File: config.mk
export PLATFORM = sky130hd
export DESIGN_NAME = gpu_seq_controller
export DESIGN_NICKNAME = d
export VERILOG_FILES = /design/src/rtl/gpu_seq_controller.sv
export SDC_FILE = /design/constraint.sdc
export NUM_CORES = 1
export LEC_CHECK = 0
export ABC_AREA = 0
export CAP_MARGIN = 20
export CORE_ASPECT_RATIO = 1.2
export CORE_MARGIN = 2
export CORE_UTILIZATION = 48
export DETAILED_ROUTE_END_ITERATION = 8
export PLACE_DENSITY_LB_ADDON = 0.15
export SETUP_SLACK_MARGIN = 0.1
export SLEW_MARGIN = 20
export SYNTH_ARGS = -nofsm -noshare
export SYNTH_HDL_FRONTEND = slang
export SYNTH_SLANG_ARGS = --single-unit
export TNS_END_PERCENT = 5
File: constraint.sdc
create_clock -name clk -period 1.9 [get_ports clk]
set_input_delay 0.38 -clock clk [delete_from_list [all_inputs] [get_ports clk]]
set_output_delay 0.38 -clock clk [all_outputs]
set_load 0.005 [all_outputs]
File: src/rtl/gpu_seq_controller.sv
// 2D GPU top-level sequencer: configuration pass, then dispatches engines from a
// FWFT command FIFO in ascending engine-index order, with a watchdog and an instruction counter.
module gpu_seq_controller #(
    parameter int NUM_ENG     = 4,
    parameter int TO_W        = 16,
    parameter int TIMEOUT_CYC = 50000,
    parameter int CNT_W       = 16
) (
    input  logic               clk,
    input  logic               n_rst,
    input  logic               config_in,
    input  logic               config_done,
    input  logic               fifo_empty,
    input  logic [NUM_ENG-1:0] inst_mask,
    input  logic               inst_last,
    input  logic [NUM_ENG-1:0] eng_done,
    input  logic               clear_err,
    output logic               read_en,
    output logic               config_en,
    output logic [NUM_ENG-1:0] eng_en,
    output logic               busy,
    output logic               error,
    output logic [CNT_W-1:0]   inst_count
);

    localparam int IDX_W = (NUM_ENG > 1) ? $clog2(NUM_ENG) : 1;
    localparam logic [TO_W-1:0] TO_LIM = TO_W'(TIMEOUT_CYC - 1);
    localparam bit WD_ON = (TIMEOUT_CYC != 0);

    typedef enum logic [2:0] {
        S_IDLE,
        S_CONFIG,
        S_CFG_GAP,
        S_FETCH,
        S_RUN,
        S_GAP,
        S_ERROR
    } state_t;

    state_t             state;
    logic [NUM_ENG-1:0] pend_mask;
    logic               last_r;
    logic [IDX_W-1:0]   cur;
    logic [TO_W-1:0]    wd;

    function automatic logic [IDX_W-1:0] lowest(input logic [NUM_ENG-1:0] m);
        logic [IDX_W-1:0] idx;
        logic             found;
        idx   = '0;
        found = 1'b0;
        for (int unsigned i = 0; i < NUM_ENG; i++) begin
            if (m[i] && !found) begin
                idx   = IDX_W'(i);
                found = 1'b1;
            end
        end
        return idx;
    endfunction

    always_ff @(posedge clk or negedge n_rst) begin
        if (!n_rst) begin
            state      <= S_IDLE;
            pend_mask  <= '0;
            last_r     <= 1'b0;
            cur        <= '0;
            wd         <= '0;
            inst_count <= '0;
        end else begin
            case (state)
                S_IDLE:    if (config_in) state <= S_CONFIG;
                S_CONFIG:  if (config_done) state <= S_CFG_GAP;
                S_CFG_GAP: state <= S_FETCH;
                S_FETCH: begin
                    if (!fifo_empty) begin
                        pend_mask <= inst_mask;
                        last_r    <= inst_last;
                        wd        <= '0;
                        if (inst_mask == '0) begin
                            inst_count <= inst_count + CNT_W'(1);
                            state      <= inst_last ? S_IDLE : S_FETCH;
                        end else begin
                            cur   <= lowest(inst_mask);
                            state <= S_RUN;
                        end
                    end
                end
                S_RUN: begin
                    // done takes priority over a watchdog expiry in the same cycle
                    if (eng_done[cur]) begin
                        pend_mask[cur] <= 1'b0;
                        wd             <= '0;
                        state          <= S_GAP;
                    end else if (WD_ON && wd == TO_LIM) begin
                        wd    <= '0;
                        state <= S_ERROR;
                    end else begin
                        wd <= wd + TO_W'(1);
                    end
                end
                S_GAP: begin
                    if (pend_mask != '0) begin
                        cur   <= lowest(pend_mask);
                        state <= S_RUN;
                    end else begin
                        inst_count <= inst_count + CNT_W'(1);
                        state      <= last_r ? S_IDLE : S_FETCH;
                    end
                end
                S_ERROR:   if (clear_err) state <= S_IDLE;
                default:   state <= S_IDLE;
            endcase
        end
    end

    always_comb begin
        eng_en = '0;
        if (state == S_RUN) eng_en[cur] = 1'b1;
        read_en   = (state == S_FETCH) && !fifo_empty;
        config_en = (state == S_CONFIG);
        error     = (state == S_ERROR);
        busy      = (state == S_CONFIG) || (state == S_CFG_GAP) || (state == S_FETCH) ||
                    (state == S_RUN) || (state == S_GAP);
    end

endmodule

Figure 1. PDN straps and rails (run 1).
Pins as bars on the die edge. Tap cells in gray.
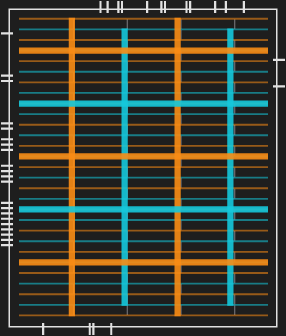
VDD -> cyan
VSS -> orange
met5 straps = 5
rows = 28
Die Y: 81.1 um
peak supply drop: 0.000552 V
Placeable Area: 4870 sq um
overall die width: 68.3 um

Figure 2. Cell classes on the final placement (run 1).
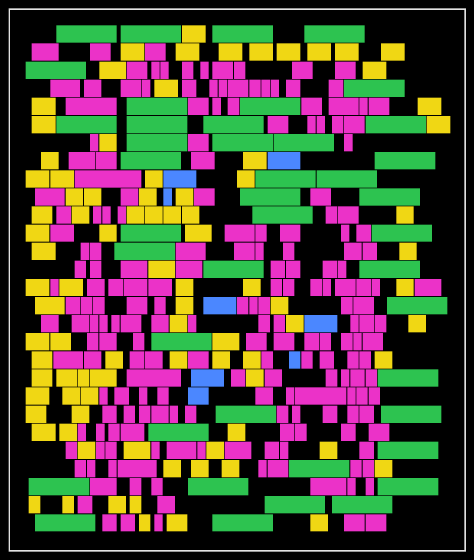
clock drivers and dummy loads -> blue  # cells 8, share of their area 2.7%
flip-flops -> green  # cells 42, share of their area 33%
all other logic -> magenta  # cells 200, share of their area 42%
other buffers and delay cells -> yellow  # cells 88, share of their area 23%

==> metrics.yaml, run 1 <==
finish:
  comb_area_sq_um: 1330
  finish.utilization: 0.679
  finalNonFillerCells: 398
  final_cell_mix: "buf_4 (44), dfrtp_1 (42), nor2_1 (24), clkdlybuf4s50_1 (24), nand2_1 (21)"
  nFillCells: 393
  seqCellArea_sq_um: 1050
  postLayoutCellArea_sq_um: 3300
  area.growth.synth_to_final_pct: 38.9
  diodes: 0
  layout.cells.most_common: "buf_4"
yosys:
  syn_nets: 269
  synthArstFlopShare: 1.00
  ys_ff: 42
  syn-instance-count: 252
  synth-simple-area-share: 0.261
  ys_seq_share: 0.442
  syn_avg_cell_area_sq_um: 9.44
  yosys_cells: 252
  yosys_area_sq_um: 2380
  mux_share: 0.0237
  adder_share: 0.0105
  edf_count: 0
  synth-main-ff-cell: "dfrtp_1"
  ys_sh_xor: 0.0552
  topCombFamilyByArea: "simple AND/OR/NAND/NOR gates"
  syn_area_sq_um: 2380
  synth.distinct_cells: 57
worst_setup_path:
  arrival_ns: 1.60
  path_max_fanout: 3
  crit_path_frequent_cell: "buf_6"
  reg2reg_slack_ns: -0.05
  cp-start-kind: "register"
  crit_chain: "buf_6 -> nor3b_2 -> buf_4 -> buf_6 -> buf_6 -> nand2_4 -> nor2_2 -> buf_2"
  cp_slowest_stage_delay_ns: 0.42
  critical_path_class: "reg -> out"
outcome:
  violations: "setup timing"
  status: "complete, but fails checks"
place:
  postPlaceCellArea_sq_um: 3120
  dp.cells: 384
  port_buffers: 38
  place.gp.congestion: 0.908
  dp_hpwl_mm: 4.21
sta:
  finalWorstSetupSlack_ns: -0.0811
  drv_slew: 0
  timing.hold.ws_ns: 0.0565
  worst_slew_pin_slew_ns: 0.528
  min_period_ns: 1.98
  min_period_over_period: 1.04
  finalSetupTns_ns: -0.278
  finalSetupViolCount: 11
  skew_ns: 0.00777
  max_freq_mhz: 505
  hold_viol: 0
  relSlewSlack: 0.648
  rsz0062_at_grt: "true"
clock_network:
  clock.latency.late_pin_ns: 0.30
  cts_buffers: 5
  cts_buffer_depth: 2
  htree_levels: 2
  root_buffer: "clkbuf_8"
  tritoncts: "yes"
  clock_sinks: 42
  clk_pin_slew_ns: 0.09
floorplanning:
  pin_count: 39
  rows: 28
  die-area_sq_um: 5540
run:
  warnings: 29
global_route:
  first_global_vias: 2107
  grt_use_total: 0.225
  grt_pass1_wl_mm: 9.54
  grt_max_degree: 25
  antenna_found_initial: 0
  grt-ovfl-total: 0
route:
  first_iter_violations: 69
  drc_errors: 0
  drt_wl_total_mm: 5.71
  drt_pass1_iterations: 4
  ant_nets: 0
  vias: 2212
  viasPerCell: 5.56
  routedWlPerCell_um: 14.3
power:
  power_leakage_nw: 1.47
min_path:
  hold_class: "in -> async"
Figure 3. Routed clock nets over the placement (run 1).
Bar = 20 um.
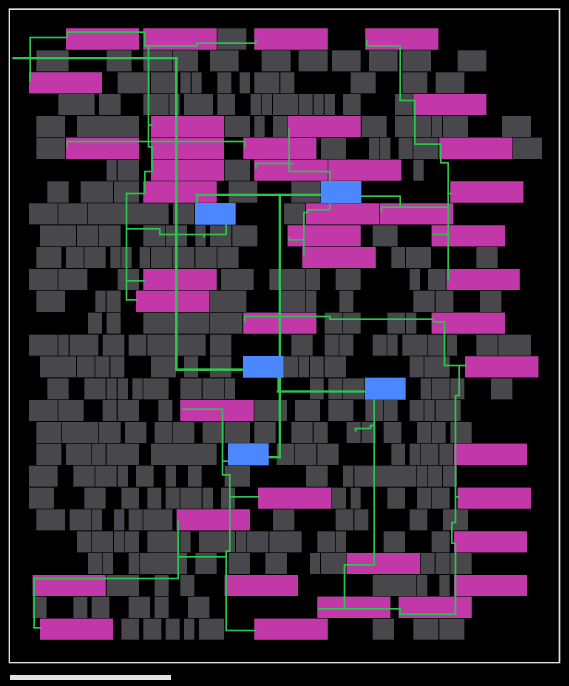
cells driving clock nets -> blue  # count 5
clock wires -> green  # length 554 um
flip-flops -> magenta  # count 42
flops lie = widely spread

run 1: flip-flops by register name, indices dropped and copies added, names as in the netlist:
name,flops
state,3
pend_mask,4
inst_count,16
cur,2
wd,16
last_r,1
run 1: critical path, delay by kind of cell (launching register included):
family                 cells  cell delay (ns)
buffers and inverters      5             0.59
and+or+nand+nor            3             0.29
DFF                        1             0.42
run 1: logic make-up after synthesis:
family	after synthesis
mux	4
fa+ha+maj	2
compound gates	61
buf+inv	15
flops	42
simple gates	113
xor+xnor	15
run 1: cell type report:
type | count | area share
Inverter | 5 | 0.00568
Clock inverter | 2 | 0.00417
Clock buffer | 6 | 0.0220
Multi-Input combinational cell | 195 | 0.401
Sequential cell | 42 | 0.318
Timing Repair Buffer | 88 | 0.226
Tap cell | 60 | 0.0227
run 1: where the power goes:
part / internal (W) / switching [W] / total [W]
sequential: 0.00105 / 0.000151 / 0.00120
combinational: 0.000756 / 0.000660 / 0.00142
clock: 0.000260 / 0.000319 / 0.000579
total: 0.00207 / 0.00113 / 0.00320
run 1: worst max path at each step:
stage / from / end / slack [ns] / depth (start not counted)
global route: state[0]$_DFFE_PN0P_ / eng_en[2] / -0.18 / 8
floorplan: wd[10]$_DFFE_PN0P_ / wd[3]$_DFFE_PN0P_ / -0.06 / 7
finish: state[0]$_DFFE_PN0P_ / eng_en[2] / -0.08 / 8
CTS: state[0]$_DFFE_PN0P_ / eng_en[2] / -0.11 / 8
global placement: inst_mask[1] / inst_count[15]$_DFFE_PN0P_ / -0.38 / 7
detailed placement: eng_done[3] / wd[12]$_DFFE_PN0P_ / -0.42 / 7
run 1: Yosys cell counts (all sizes together) (3+ instances only):
master / count / area (sq um)
xnor2: 10 / 87.6
nand2: 23 / 86.3
nor4: 6 / 50.0
nor3b: 3 / 27.5
nor3: 11 / 55.1
nand3: 12 / 60.1
mux2: 3 / 33.8
nor2b: 6 / 37.5
a31oi: 5 / 31.3
o21ai: 22 / 110
xor2: 5 / 43.8
nand4: 4 / 40.0
clkbuf: 4 / 16.3
dfrtp: 42 / 1050
buf: 6 / 38.8
inv: 5 / 18.8
or2: 3 / 23.8
a21oi: 7 / 35.0
or4: 3 / 22.5
nor2: 26 / 97.6
and3: 6 / 37.5
a22o: 8 / 70.1
run 1: metal layers:
layer | vias to the layer above | wire (um) | track usage
met5 | - | 0 | 0
met4 | 0 | 86 | 0.0720
met3 | 7 | 190 | 0.0388
met2 | 50 | 2960 | 0.388
met1 | 1062 | 2470 | 0.283
li1 | 1093 | - | -
run 1: through the flow:
step                      setup WS [ns]  total power (W)
after floorplan                 -0.0609          0.00188
after global placement           -0.381          0.00248
after detailed placement         -0.418          0.00250
after CTS                        -0.115          0.00312
after global routing             -0.185          0.00341
final                           -0.0811          0.00320
run 1: what timing repair did:
item	in CTS	in global routing
pin swaps	15	5
endpoints found under the setup margin	39	40
setup buffers	4	2
resized	35	18
hold buffers	0	0
hold endpoints to repair	0	0
--- run 2 (diff from run 1) ---
Settings changed: GPL_ROUTABILITY_DRIVEN set to 0.
Figure 4. Cell classes on the final placement (run 2).
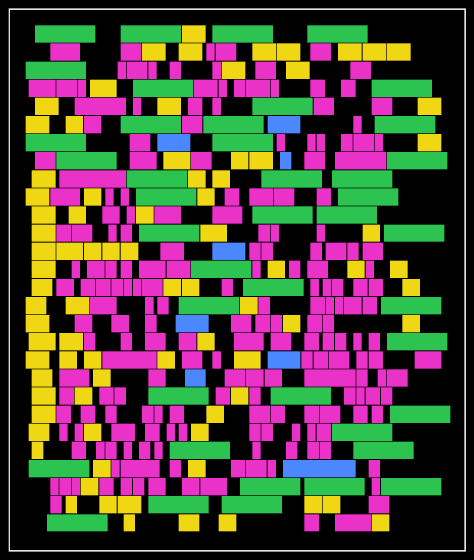
all other logic -> magenta  # cells 201, share of their area 42%
flip-flops -> green  # cells 42, share of their area 33%
other buffers and delay cells -> yellow  # cells 82, share of their area 22%
clock drivers and dummy loads -> blue  # cells 8, share of their area 3.5%

Figure 5. Routed clock nets over the placement (run 2).
Bar = 20 um.
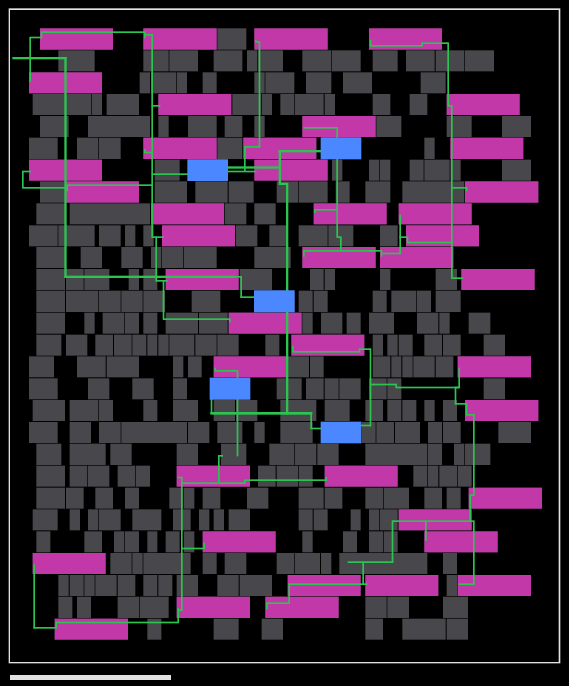
flip-flops -> magenta  # count 42
cells driving clock nets -> blue  # count 5
clock wires -> green  # length 539 um
routed clock nets = 6
Clock power frac: 0.223
Clock Latency Late Sink: 0.30 ns
Power Clock: 0.000726 W
clock skew: 0.00655 ns

==> metrics.yaml, run 2 <==
clock_network:
  clk_pin_slew_ns: 0.09
  cts_buffer_depth: 2
  htree_levels: 2
  ctsHoldBuffers: 0
  tritoncts: "yes"
  cts_buffers: 5
finish:
  area.growth.synth_to_final_pct: 39.0
  layout.cells.most_common: "dfrtp_1"
  final_cell_mix: "dfrtp_1 (42), buf_4 (39), clkdlybuf4s50_1 (27), nor2_1 (24), nand2_1 (21)"
  reg_top3: "inst_count x16, wd x16, pend_mask x4"
  postLayoutCellArea_sq_um: 3310
route:
  drt_wl_total_mm: 5.79
  ant_nets: 0
  first_iter_violations: 104
  drt_pass1_iterations: 4
  routedWlPerCell_um: 14.7
  vias: 2153
  viasPerCell: 5.48
sta:
  relSlewSlack: 0.630
  hold_viol: 0
  drv_slew: 0
  worst_slew_pin_slew_ns: 0.555
  finalSetupViolCount: 12
  rsz0062_at_grt: "true"
  finalWorstSetupSlack_ns: -0.109
  max_freq_mhz: 498
  min_period_over_period: 1.06
  min_period_ns: 2.01
outcome:
  violations: "setup timing"
  status: "complete, but fails checks"
yosys:
  syn_avg_cell_area_sq_um: 9.44
  largest_area_cell: "dfrtp_1"
  yosys_cells: 252
  synth-main-ff-cell: "dfrtp_1"
  area_leaders: "dfrtp_1 (44%), o21ai_0 (4.2%), nor2_1 (4.1%), xnor2_1 (3.7%), nand2_1 (3.6%)"
  syn-instance-count: 252
  top_cell_area_share: 0.442
  ys_ff: 42
  ys_seq_share: 0.442
  syn_area_sq_um: 2380
  top_cell: "dfrtp_1"
  common_cells: "dfrtp_1 (42), nor2_1 (26), nand2_1 (23)"
floorplanning:
  die_h_um: 81.1
  die_w_um: 68.3
  coreArea_sq_um: 4870
  rows: 28
  die-area_sq_um: 5540
  pin_count: 39
place:
  postPlaceCellArea_sq_um: 3100
  dp_slack_ns: -0.395
  dp_hpwl_mm: 4.19
  dp.cells: 381
worst_setup_path:
  arrival_ns: 2.23
  critical_path_class: "in -> reg"
  cp-start-kind: "input port"
  crit_chain: "clkdlybuf4s50_1 -> mux4_2 -> or2_4 -> or2_2 -> a21o_1 -> a31oi_1"
  path_max_fanout: 6
  cp_slowest_stage_delay_ns: 0.48
  crit_buf_inv: 1
global_route:
  first_global_vias: 2042
  antenna_found_initial: 0
  grt-ovfl-total: 0
  grt_max_degree: 25
power:
  power_leakage_nw: 1.43
run 2: cell counts after synthesis:
Identical to the previous run, type by type.
run 2: path summary, 6_finish.rpt:
kind / from / to / slack [ns] / depth (start not counted)
max: eng_done[3] / wd[13]$_DFFE_PN0P_ / -0.11 / 6
min: n_rst / pend_mask[3]$_DFFE_PN0P_ / 0.06 / 1
max reg2reg: state[1]$_DFFE_PN0P_ / wd[13]$_DFFE_PN0P_ / -0.08 / 6
min reg2reg: inst_count[15]$_DFFE_PN0P_ / inst_count[15]$_DFFE_PN0P_ / 0.46 / 1
max in group asynchronous: n_rst / inst_count[9]$_DFFE_PN0P_ / 1.28 / 2
min in group clk: inst_count[15]$_DFFE_PN0P_ / inst_count[15]$_DFFE_PN0P_ / 0.46 / 1
run 2: final cells by class:
cell class                 count  area [sq um]
multi-input combinational    196          1340
tap                           60          75.1
inverter                       5          18.8
sequential                    42          1050
clock buffer                   5          68.8
fill                         428          1560
timing repair buffer          82           709
clock inverter                 3          43.8
run 2: power breakdown:
group / internal, W / switching, W / leakage, nW / total (W)
Combinational: 0.000701 / 0.000636 / 0.824 / 0.00134
Sequential: 0.00105 / 0.000147 / 0.552 / 0.00120
Clock: 0.000394 / 0.000332 / 0.0585 / 0.000726
run 2: logic make-up (layout without fill, tap and decap cells):
| logic type | count (synthesis) | after routing | share of synthesized area |
|---|---|---|---|
| fa+ha+maj | 2 | 2 | 0.0105 |
| xor+xnor | 15 | 15 | 0.0552 |
| buf+inv | 15 | 95 | 0.0310 |
| compound gates | 61 | 61 | 0.177 |
| flops | 42 | 42 | 0.442 |
| simple gates | 113 | 114 | 0.261 |
| mux | 4 | 4 | 0.0237 |
run 2: worst register-to-register path: stages, from the launching register on:
cell and delay, ns:
dfrtp_1 0.39, buf_4 0.14, or3b_4 0.40, or2_4 0.29, or2_2 0.35, a21o_1 0.18
a31oi_1 0.15
run 2: per-stage QoR:
step | utilization | power (W) | TNS, ns | hold slack [ns]
after floorplan | - | 0.00188 | -0.311 | 0.0844
after global placement | 0.636 | 0.00245 | -9.26 | 0.397
after detailed placement | 0.636 | 0.00247 | -10.18 | 0.397
after CTS | 0.673 | 0.00324 | -0.641 | 0.0723
after global routing | 0.679 | 0.00347 | -1.73 | 0.0959
final | 0.679 | 0.00326 | -0.423 | 0.0632
run 2: metal layers:
layer,share of wire,vias up,track usage
met5,0,-,0
met4,0.010,0,0.0540
met3,0.026,6,0.0332
met2,0.52,38,0.386
met1,0.44,1027,0.291
li1,-,1082,-
run 2: timing repair:
item                       4_1_cts  5_1_grt
hold endpoints to repair         0        0
cloned                           0        1
setup endpoints to repair       38       38
setup buffers                    3        0
pin swaps                        6        8
resized                         34       11
Power figures rest on the tool's default switching activity, not on a simulated workload.
